### Signal wires on met3

Bar = 20 µm. Cells faint in the background.
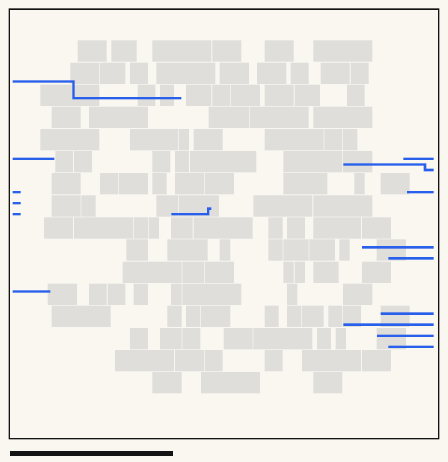
### M1 wires

Bar = 20 µm. Supply wires on this layer in gray.
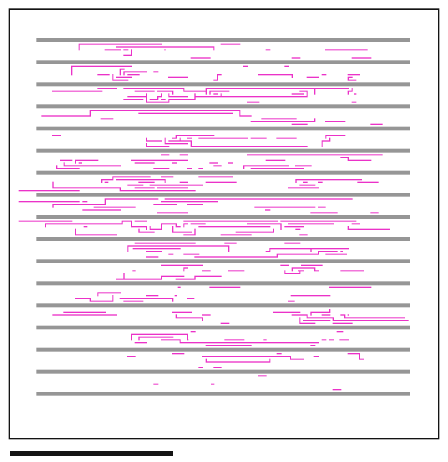
### Gate families picked out

Bar = 20 µm.
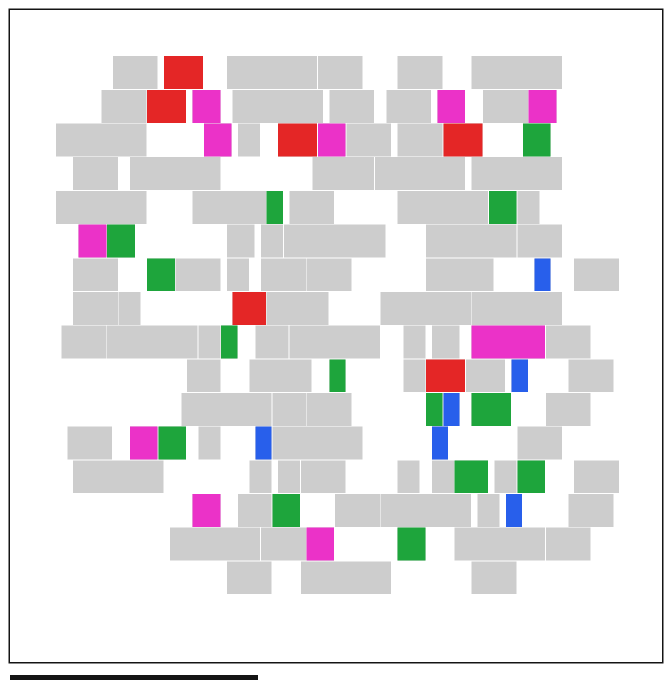
### Power grid

Pins as bars on the die edge.
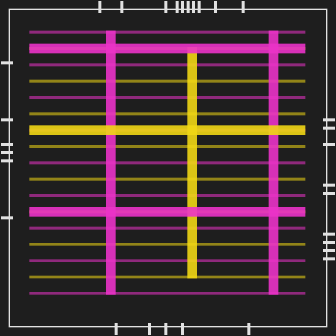
### Track usage over the die

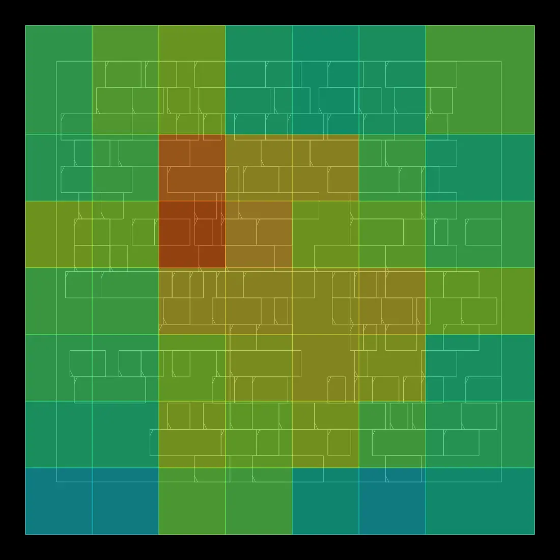
--- src/rtl/ctrl_pkg.sv ---
// Shared encodings for the interrupt controller: FSM states, acknowledge
// type codes and the default line count.
package ctrl_pkg;

    localparam int NUM_IRQ_DEF = 4;

    // Maskable-path FSM states (plain constants for legacy tools)
    localparam logic [1:0] IDLE    = 2'd0;
    localparam logic [1:0] INT_REQ = 2'd1;
    localparam logic [1:0] SERVICE = 2'd2;

    // INA acknowledge type from the CPU controller
    localparam logic INA_INT = 1'b1;
    localparam logic INA_NMI = 1'b0;

endpackage

--- src/rtl/irq_priority_enc.sv ---
// Combinational priority encoder: lowest set index wins.
module irq_priority_enc #(
    parameter int NUM_IRQ = 4,
    parameter int VEC_W   = 2
) (
    input  logic [NUM_IRQ-1:0] req_i,
    output logic [VEC_W-1:0]   idx_o,
    output logic               valid_o
);

    // Scan from the top down so the lowest requesting index is left last
    always_comb begin
        idx_o   = '0;
        valid_o = |req_i;
        for (int i = NUM_IRQ - 1; i >= 0; i--) begin
            if (req_i[i]) idx_o = VEC_W'(i);
        end
    end

endmodule

--- src/rtl/interrupt_controller.sv ---
// Edge-capturing interrupt controller: NUM_IRQ maskable lines plus one NMI,
// presented to the CPU as a prioritised INT/NMI pair with ack and EOI.
module interrupt_controller
    import ctrl_pkg::*;
#(
    parameter int NUM_IRQ = NUM_IRQ_DEF,
    parameter int VEC_W   = 2
) (
    input  logic               Clk,
    input  logic               Reset,
    input  logic [NUM_IRQ-1:0] Irq,
    input  logic               NmiSrc,
    input  logic               MaskWe,
    input  logic [NUM_IRQ-1:0] MaskIn,
    input  logic               INTD,
    input  logic               isInterrupted,
    input  logic               INA,
    input  logic               Eoi,
    output logic               INT,
    output logic               NMI,
    output logic [VEC_W-1:0]   IrqVec,
    output logic               InService,
    output logic               NmiActive,
    output logic [NUM_IRQ-1:0] Pending,
    output logic [NUM_IRQ-1:0] Mask
);

    logic [NUM_IRQ-1:0] irq_q;
    logic [NUM_IRQ-1:0] pend_q, pend_d;
    logic [NUM_IRQ-1:0] mask_q, mask_d;
    logic               nmi_q;
    logic               nmi_pend_q, nmi_pend_d;
    logic               nmi_act_q, nmi_act_d;
    logic [1:0]         state_q, state_d;
    logic               int_q, int_d;
    logic               insvc_q, insvc_d;
    logic [VEC_W-1:0]   vec_q, vec_d;

    logic [NUM_IRQ-1:0] irq_edge;
    logic [NUM_IRQ-1:0] pend_clr;
    logic [NUM_IRQ-1:0] eligible;
    logic [VEC_W-1:0]   enc_idx;
    logic               enc_vld;
    logic               nmi_edge;
    logic               ack_int;
    logic               ack_nmi;

    assign irq_edge = Irq & ~irq_q;
    assign nmi_edge = NmiSrc & ~nmi_q;
    assign eligible = pend_q & ~mask_q;
    assign ack_int  = isInterrupted && (INA == INA_INT);
    assign ack_nmi  = isInterrupted && (INA == INA_NMI) && nmi_pend_q;

    irq_priority_enc #(
        .NUM_IRQ (NUM_IRQ),
        .VEC_W   (VEC_W)
    ) u_enc (
        .req_i   (eligible),
        .idx_o   (enc_idx),
        .valid_o (enc_vld)
    );

    // Maskable request FSM plus pending/mask bookkeeping
    always_comb begin
        state_d  = state_q;
        int_d    = int_q;
        insvc_d  = insvc_q;
        vec_d    = vec_q;
        pend_clr = '0;
        mask_d   = MaskWe ? MaskIn : mask_q;

        case (state_q)
            IDLE: begin
                if (enc_vld && !INTD) begin
                    vec_d   = enc_idx;
                    int_d   = 1'b1;
                    state_d = INT_REQ;
                end
            end
            INT_REQ: begin
                // INTD is only a gate for raising; a raised INT stays up
                if (ack_int) begin
                    pend_clr[vec_q] = 1'b1;
                    int_d           = 1'b0;
                    insvc_d         = 1'b1;
                    state_d         = SERVICE;
                end else if (mask_q[vec_q]) begin
                    int_d   = 1'b0;
                    state_d = IDLE;
                end
            end
            SERVICE: begin
                // An EOI while an NMI is nested belongs to the NMI
                if (Eoi && !nmi_act_q) begin
                    insvc_d = 1'b0;
                    state_d = IDLE;
                end
            end
            default: begin
                int_d   = 1'b0;
                insvc_d = 1'b0;
                state_d = IDLE;
            end
        endcase

        // A new edge beats a same-cycle clear
        pend_d = (pend_q & ~pend_clr) | irq_edge;
    end

    // NMI path, independent of the maskable FSM
    always_comb begin
        nmi_pend_d = (nmi_pend_q & ~ack_nmi) | nmi_edge;
        nmi_act_d  = nmi_act_q;
        if (ack_nmi)
            nmi_act_d = 1'b1;
        else if (Eoi && nmi_act_q)
            nmi_act_d = 1'b0;
    end

    // State registers; mask comes out of reset fully masked
    always_ff @(posedge Clk) begin
        if (Reset) begin
            irq_q      <= '0;
            pend_q     <= '0;
            mask_q     <= '1;
            nmi_q      <= 1'b0;
            nmi_pend_q <= 1'b0;
            nmi_act_q  <= 1'b0;
            state_q    <= IDLE;
            int_q      <= 1'b0;
            insvc_q    <= 1'b0;
            vec_q      <= '0;
        end else begin
            irq_q      <= Irq;
            pend_q     <= pend_d;
            mask_q     <= mask_d;
            nmi_q      <= NmiSrc;
            nmi_pend_q <= nmi_pend_d;
            nmi_act_q  <= nmi_act_d;
            state_q    <= state_d;
            int_q      <= int_d;
            insvc_q    <= insvc_d;
            vec_q      <= vec_d;
        end
    end

    assign INT       = int_q;
    assign NMI       = nmi_pend_q;
    assign IrqVec    = vec_q;
    assign InService = insvc_q;
    assign NmiActive = nmi_act_q;
    assign Pending   = pend_q;
    assign Mask      = mask_q;

endmodule

--- config.mk ---
export PLATFORM = sky130hd
export DESIGN_NAME = interrupt_controller
export DESIGN_NICKNAME = d
export VERILOG_FILES = /design/src/rtl/ctrl_pkg.sv /design/src/rtl/irq_priority_enc.sv /design/src/rtl/interrupt_controller.sv
export SDC_FILE = /design/constraint.sdc
export NUM_CORES = 1
export LEC_CHECK = 0
export CORE_MARGIN = 3
export CORE_UTILIZATION = 40
export CTS_BUF_LIST = sky130_fd_sc_hd__clkbuf_8
export CTS_CLUSTER_DIAMETER = 150
export CTS_CLUSTER_SIZE = 8
export DETAILED_ROUTE_END_ITERATION = 6
export GPL_TIMING_DRIVEN = 1
export PLACE_DENSITY_LB_ADDON = 0.1
export SYNTH_ARGS = -nofsm -noshare
export SYNTH_HDL_FRONTEND = slang
export SYNTH_SLANG_ARGS = --single-unit
--- constraint.sdc ---
create_clock -name Clk -period 2.29 [get_ports Clk]
set_clock_uncertainty 0.1 [all_clocks]
set_input_delay 0.3435 -clock Clk [delete_from_list [all_inputs] [get_ports Clk]]
set_output_delay 0.3435 -clock Clk [all_outputs]
set_load 0.02 [all_outputs]
==> flow_summary_export.csv <==
group,metric,value,unit
synthesis,ff_type,"dfxtp_1",
power_and_ir_drop,total_power,0.774,mW
worst_setup_path,cp-end-kind,"output port",
route,drc,0,
power_and_ir_drop,p_per_area,627,nW/µm²
place,place_inst,141,
worst_setup_path,cp_max_fo,7,
clock_tree,cts_tree,"yes",
final_timing,setup_viol,0,
global_routing,grt_max_degree,14,
synthesis,netlist_area,871,µm²
status,status,"complete, no violations",
final_timing,finalSetupTns,0,ns
floorplanning,initCoreUtil,43.5,%
global_routing,first_global_vias,715,
global_routing,grt_pass1_wl,3170,µm
layout,finalNonFillerCells,145,
worst_setup_path,cp.required,1.85,ns
layout,regArea,420,µm²
final_timing,worst_slack,0.434,ns
final_timing,finalCritPeriodShare,81.0,%
power_and_ir_drop,p_leak,0.445,nW
synthesis,syn-mean-instance-area,10.1,µm²
final_timing,whs,0.381,ns
worst_setup_path,critPathKind,"reg -> out",
worst_setup_path,path_cells,"clkdlybuf4s50_1",
layout,nets,135,
clock_tree,cts_made_buffers,3,
synthesis,ys_area,871,µm²
layout,syn2layout_area_growth,41.7,%
synthesis,ys_seq_share,48.3,%
floorplanning,num_rows,16,
synthesis,synth-edff-count,0,
synthesis,async_flop_share,0,%
place,finalWeightedCongestion,0.683,
clock_tree,postCtsSetupRepairBufs,0,
worst_hold_path,hold_class,"reg -> reg",
synthesis,syn_nets,102,
final_timing,hold_viol,0,
synthesis,synthCells,86,
place,port_buffers,29,
final_timing,max_freq,0.539,GHz
worst_setup_path,slowest_stage,"clkdlybuf4s50_1",
global_routing,overflow,0,
final_timing,rsz0062_at_grt,"false",
synthesis,synth_cell_types,24,
clock_tree,cts_hold_buf,0,
final_timing,slew_headroom,65.2,%
synthesis,yosys_warnings,0,
final_timing,final_max_slew_viol_count,0,
floorplanning,ioPinCount,30,
worst_setup_path,path_delay_family,"buffers and inverters",
final_timing,max_slew.worst_pin.slew,0.517,ns
route,ant_nets,0,
layout,antenna_cells,0,
layout,final_layout_size_suffix_gt1_share,11.0,%
route,vias_per_cell,5.02,
run,tool_warnings,26,
clock_tree,htree_levels,1,
route,firstDrtPassIters,4,
worst_setup_path,start_kind,"flip-flop",
worst_setup_path,crit_buf_inv,1,
clock_tree,path_clk_slew,0.07,ns
clock_tree,clock-sinks,21,
run,maxCapViolCount,0,
worst_setup_path,critPathArrivalTime,1.41,ns
floorplanning,chipArea,2770,µm²
synthesis,area_leaders,"dfxtp_1, nor2b_1, a21oi_1",
final_timing,fin_crit,1.86,ns
clock_tree,cts_resized,0,
global_routing,antenna_found_initial,0,
place,detailedPlace.worstSlack,0.483,ns
clock_tree,clock_latency,0.25,ns
layout,logic_area,413,µm²
clock_tree,root_buffer,"clkbuf_8",
synthesis,synth_area_leader_cell,"dfxtp_1",
synthesis,top_cell_area_share,48.3,%
clock_tree,clk_path_buf_depth,2,
place,dp_hpwl,1430,µm
-- 'Signal wires on met3' (at the start) --
- longest straight run: 13.1 µm
- main direction: horizontal
- nets with wire on the layer: 16
Final Routed Wirelength: 1880 µm
DR vias: 728
global routing usage on met3: 3.99%

-- 'M1 wires' (at the start) --
- nets with wire on the layer: 117
- share of all routed wire: 46%
met1 global-route usage: 19.8%

-- 'Gate families picked out' (at the start) --
- green: nand cells (cells 14)
- red: non-inverting ao/oa cells (cells 6)
- magenta: nor cells (cells 10)
- blue: inv cells (cells 6)

-- 'Power grid' (at the start) --
- magenta: VSS
- yellow: VDD
- met1 rails: 17
- signal pins: 30
- met5 straps: 3
Die Y-Extent: 52.7 µm
Die X: 52.7 µm
core area: 2000 µm²
Worst VDD drop: 0.398 mV

-- 'Track usage over the die' (at the start) --
met2 Resource Use GR: 25.2%
Routed wire per std cell: 13.0 µm
Final Util: 61.6%
GRT Util Overall: 15.5%
grt peak-use layer: met2

## area by class of cell
cell class | instances | area share (%)
clock buffers | 3 | 3.35
clock inverters | 1 | 0.406
inverters | 6 | 1.83
multi-input cells | 57 | 33.5
flip-flops and latches | 21 | 34.1
well taps | 27 | 2.74
repair buffers | 30 | 24.1
## cells by family after synthesis
family / Yosys count / share of synthesized area [%]
flops: 21 / 48.3
buf+inv: 8 / 4.31
simple gates: 29 / 23.0
mux: 1 / 2.59
compound gates: 27 / 21.8
## layout by cell type, fill, tap and decap left out
cell type / n
clkdlybuf4s50_1: 29
dfxtp_1: 21
a21oi_1: 10
nor2b_1: 9
nand2b_1: 8
inv_1: 6
a211o_1: 5
nand2_1: 4
and2b_4: 4
o21ai_0: 3
clkbuf_8: 3
o31ai_1: 2
nand3b_1: 1
nand4b_1: 1
mux4_2: 1
nor3_4: 1
o41ai_2: 1
a221oi_2: 1
a221oi_1: 1
o21ai_1: 1
o21a_1: 1
a211oi_1: 1
o22ai_1: 1
or3_1: 1
clkinv_2: 1
buf_4: 1
## per-stage QoR
stage | utilization, % | cell area [µm²]
2_1_floorplan | - | 871
3_3_place_gp | 59.3 | 1190
3_5_place_dp | 59.3 | 1190
4_1_cts | 61.6 | 1230
5_1_grt | 61.6 | 1230
6_report | 61.6 | 1230
## synthesized netlist by cell type, types with 2 or more instances
cell and instances:
dfxtp_1 21, a21oi_1 10, nor2b_1 9, nand2b_1 8, inv_1 6, a211o_1 5, and2b_4 4, nand2_1 4
o21ai_0 3, o31ai_1 2
## final timing paths
path | to | cells after the start | slack, ns | startpoint
worst min register to register | INT | 2 | 0.38 | INT
worst min-delay path | INT | 2 | 0.38 | INT
worst max-delay path | IrqVec[0] | 1 | 0.43 | IrqVec[0]
worst max register to register | INT | 3 | 0.49 | IrqVec[0]
## state kept, by name, indices dropped and copies added, names as in the netlist
| register | count |
|---|---|
| INT | 1 |
| nmi_q | 1 |
| IrqVec | 2 |
| Pending | 4 |
| NMI | 1 |
| irq_q | 4 |
| NmiActive | 1 |
| InService | 1 |
| Mask | 4 |
| state_q | 2 |
## layer usage
metal  share of wire (%)  vias to the layer above  routed length [µm]  track usage (%)
li1                    -                      363                   -                -
met1                  46                      348                 872             19.8
met2                  48                       17                 909             25.2
met3                 5.3                        0                  99             3.99
met4                   0                        0                   0             5.11
met5                   0                        -                   0                0
## power breakdown
part           internal (mW)  switching, mW
Clock                  0.121          0.113
Sequential             0.386         0.0163
Combinational         0.0783         0.0590
Power is estimated from default activity; no workload was simulated.
